File: config.mk
export PLATFORM = sky130hd
export DESIGN_NAME = serial_subtractor
export DESIGN_NICKNAME = d
export VERILOG_FILES = /design/src/rtl/serial_subtractor.sv
export SDC_FILE = /design/constraint.sdc
export NUM_CORES = 1
export LEC_CHECK = 0
export CAP_MARGIN = 20
export CORE_AREA = 2 2 61 63
export CTS_CLUSTER_DIAMETER = 50
export DETAILED_ROUTE_END_ITERATION = 7
export DIE_AREA = 0 0 63 65
export PLACE_DENSITY = 0.81
export SLEW_MARGIN = 20
export SYNTH_ARGS = -nofsm -noshare
export SYNTH_HDL_FRONTEND = slang
export SYNTH_SLANG_ARGS = --single-unit
File: constraint.sdc
create_clock -name clk -period 3.9 [get_ports clk]
set_input_delay 0.78 -clock clk [delete_from_list [all_inputs] [get_ports clk]]
set_output_delay 0.78 -clock clk [all_outputs]
set_load 0.01 [all_outputs]
File: src/rtl/serial_subtractor.sv
// Bit-serial unsigned subtractor: computes a - b - bin one bit per clock, LSB first.
// A start in IDLE captures the operands. The result appears on diff/bout with a one-cycle done pulse.
module serial_subtractor #(
  parameter int WIDTH = 8
) (
  input  logic             clk,
  input  logic             rst_n,
  input  logic             start,
  input  logic [WIDTH-1:0] a,
  input  logic [WIDTH-1:0] b,
  input  logic             bin,
  output logic             busy,
  output logic             done,
  output logic [WIDTH-1:0] diff,
  output logic             bout
);

  // Counter must reach WIDTH itself, hence one bit beyond log2.
  localparam int CW = $clog2(WIDTH) + 1;

  typedef enum logic [1:0] {
    IDLE = 2'd0,
    RUN  = 2'd1,
    DONE = 2'd2
  } state_t;

  state_t          state;
  state_t          state_nxt;
  logic [WIDTH-1:0] a_sr;
  logic [WIDTH-1:0] b_sr;
  logic [WIDTH-1:0] res_sr;
  logic             br;
  logic [CW-1:0]    cnt;

  logic             term;
  logic             bit_d;
  logic             bit_br;

  assign term   = (cnt == CW'(WIDTH));
  assign bit_d  = a_sr[0] ^ b_sr[0] ^ br;
  assign bit_br = (~a_sr[0] & b_sr[0]) | (~(a_sr[0] ^ b_sr[0]) & br);

  assign busy = (state != IDLE);
  assign done = (state == DONE);

  // NOTE: next_state gets a default before the case so no path leaves it unassigned (no latch).
  always_comb begin
    state_nxt = state;
    unique case (state)
      IDLE:    if (start) state_nxt = RUN;
      RUN:     if (term)  state_nxt = DONE;
      DONE:    state_nxt = IDLE;
      default: state_nxt = IDLE;
    endcase
  end

  // NOTE: sequential state uses non-blocking assignments so all flops update together.
  always_ff @(posedge clk or negedge rst_n) begin
    if (!rst_n) state <= IDLE;
    else        state <= state_nxt;
  end

  // RUN spends WIDTH cycles shifting bits. It then spends one terminal cycle that publishes the result.
  always_ff @(posedge clk or negedge rst_n) begin
    if (!rst_n) begin
      a_sr   <= '0;
      b_sr   <= '0;
      res_sr <= '0;
      br     <= 1'b0;
      cnt    <= '0;
      diff   <= '0;
      bout   <= 1'b0;
    end else begin
      unique case (state)
        IDLE: begin
          if (start) begin
            a_sr   <= a;
            b_sr   <= b;
            res_sr <= '0;
            br     <= bin;
            cnt    <= '0;
          end
        end
        RUN: begin
          if (term) begin
            diff <= res_sr;
            bout <= br;
          end else begin
            res_sr <= {bit_d, res_sr[WIDTH-1:1]};
            a_sr   <= {1'b0, a_sr[WIDTH-1:1]};
            b_sr   <= {1'b0, b_sr[WIDTH-1:1]};
            br     <= bit_br;
            cnt    <= cnt + 1'b1;
          end
        end
        default: ;
      endcase
    end
  end

endmodule

Figure 1. Clock routing.
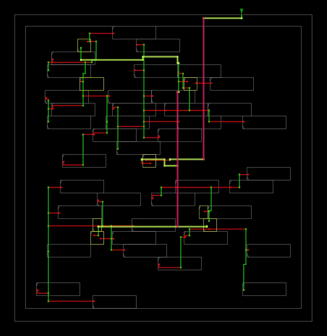
CTS buffer count: 5
Clk. pwr: 219 uW

Figure 2. Wiring by layer.
Scale bar: 20 um.
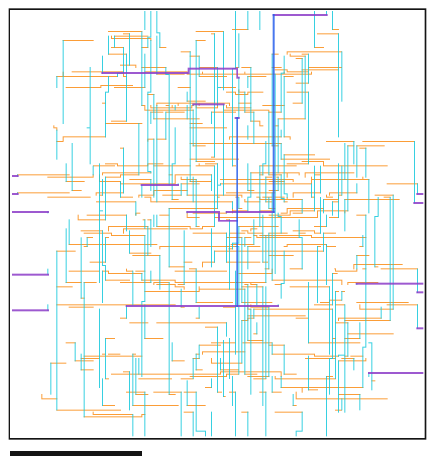
- blue: met4 (wire length 58.5 um)
- orange: met1 (wire length 1,420 um)
- cyan: met2 (wire length 1,520 um)
- purple: met3 (wire length 119 um)
via count: 1,093
Post-Route WL: 3120 um
GRT Overall Usage: 17.5%

Figure 3. Sequential cells colored by netlist name.
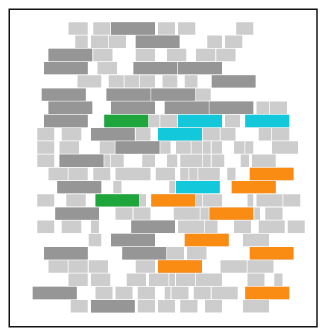
- orange: `a_sr` (flops 8)
- cyan: `cnt` (flops 4)
- green: `state` (flops 2)
- not colored: 26
Seq/total area: 45.1%
Reg area: 1000 sq um
Post-Route Utilization: 63.4%
seq pwr: 720 uW

==> out/metrics.yaml <==
status: "finished clean"
remaining_drc_errors: 0
mi_logic_area_sq_um: 771
synth-seq-cells: 40
layout_top_cell: "dfrtp_1"
r2r-start: "cnt[0]"
postSynthSeqShare_pct: 53.7
place.gp.congestion: 0.698
path_class: "register to output pin"
finalSetupViolations: 0
syn_area_per_cell_sq_um: 14.6
warning_count: 27
comb_share_pct: 34.8
skew_ns: 0.00960
grt_max_degree: 41
hold_path.class: "primary input to async pin"
drt-met1-wl_um: 1420
hpwlAfterDp_um: 2120
p_leak_nw: 1.08
ff_count: 40
postCtsSetupRepairBufs: 0
netlist.area_leader.share_pct: 53.7
fp_util_pct: 53.3
dpl_worst_slack_ns: 1.52
cts_resized: 0
dp.cells: 201
ctsLongestPathBuffers: 2
portBuffers: 30
clk_latency_ns: 0.35
viasPerCell: 5.23
ant_nets: 0
postPlaceCellArea_sq_um: 2160
inverters: 7
drv_slew: 0
postCtsHoldBufs: 0
drt_iter0_drc: 27
die_w_um: 63
area_growth_pct: 19.0
crit_buf_inv: 1
power_density_nw_per_um2: 809
ys_area_sq_um: 1860
synth_top_flop_cell: "dfrtp_1"
syn_inst: 128
ys_cells: 128
required_ns: 3.12
first_pass_iters: 4
r2r_slack_ns: 1.97
fin_ws_ns: 1.49
grt_pass1_vias: 1129
largest_area_cell: "dfrtp_1"
r2r-end: "b_sr[2]"
cp-end-kind: "output pin"
h-tree-depth: 2
start_kind: "register"
antennaDiodeCount: 0
r2r_cells: 6
common_cells: "dfrtp_1 (40), mux2_2 (24), mux2_4 (11)"
synth.cell_area_sq_um: 1860
area_dominant_class: "sequential cells"
clk_pin_slew_worst_paths_ns: 0.11
dieArea_sq_um: 4100
max_cap_violations: 0
fin_setup_tns_ns: 0
startpoint: "state[0]"
overflow: 0
top_layer: "met4"
drive_gt1_share_pct: 31.1
row_count: 22
nNetsFinal: 183
ir_drop_mv: 0.359
multi_input_comb_cells: 76
layout_min_cycle_time_ns: 2.41
edf_count: 0
worstMarginPinSlew_ns: 0.839
root_buffer: "clkbuf_4"
taps: 48
-- power breakdown --
group	leakage [nW]	total [mW]	switching [mW]	internal [mW]
registers	0.507	0.720	0.120	0.600
logic	0.531	0.854	0.344	0.509
clock network	0.0380	0.219	0.133	0.0858
-- flip-flops by register name, summed over array words and instances, names as in the netlist --
signal / count
bout: 1
br: 1
res_sr: 8
a_sr: 8
cnt: 4
state: 2
diff: 8
b_sr: 8
-- routing by layer --
layer	global-route usage [%]	up-vias
met3	5.03	5
met1	22.1	548
met5	0	-
li1	-	516
met2	27.8	24
met4	8.33	0
-- kinds of logic after synthesis --
family | count (synthesis) | share of synthesized area [%]
muxes | 40 | 26.1
adders and majority gates | 3 | 2.42
buffers and inverters | 12 | 4.90
and+or+nand+nor | 17 | 6.18
DFF | 40 | 53.7
AOI/OAI and AO/OA | 16 | 6.72
Power is estimated from default activity; no workload was simulated.
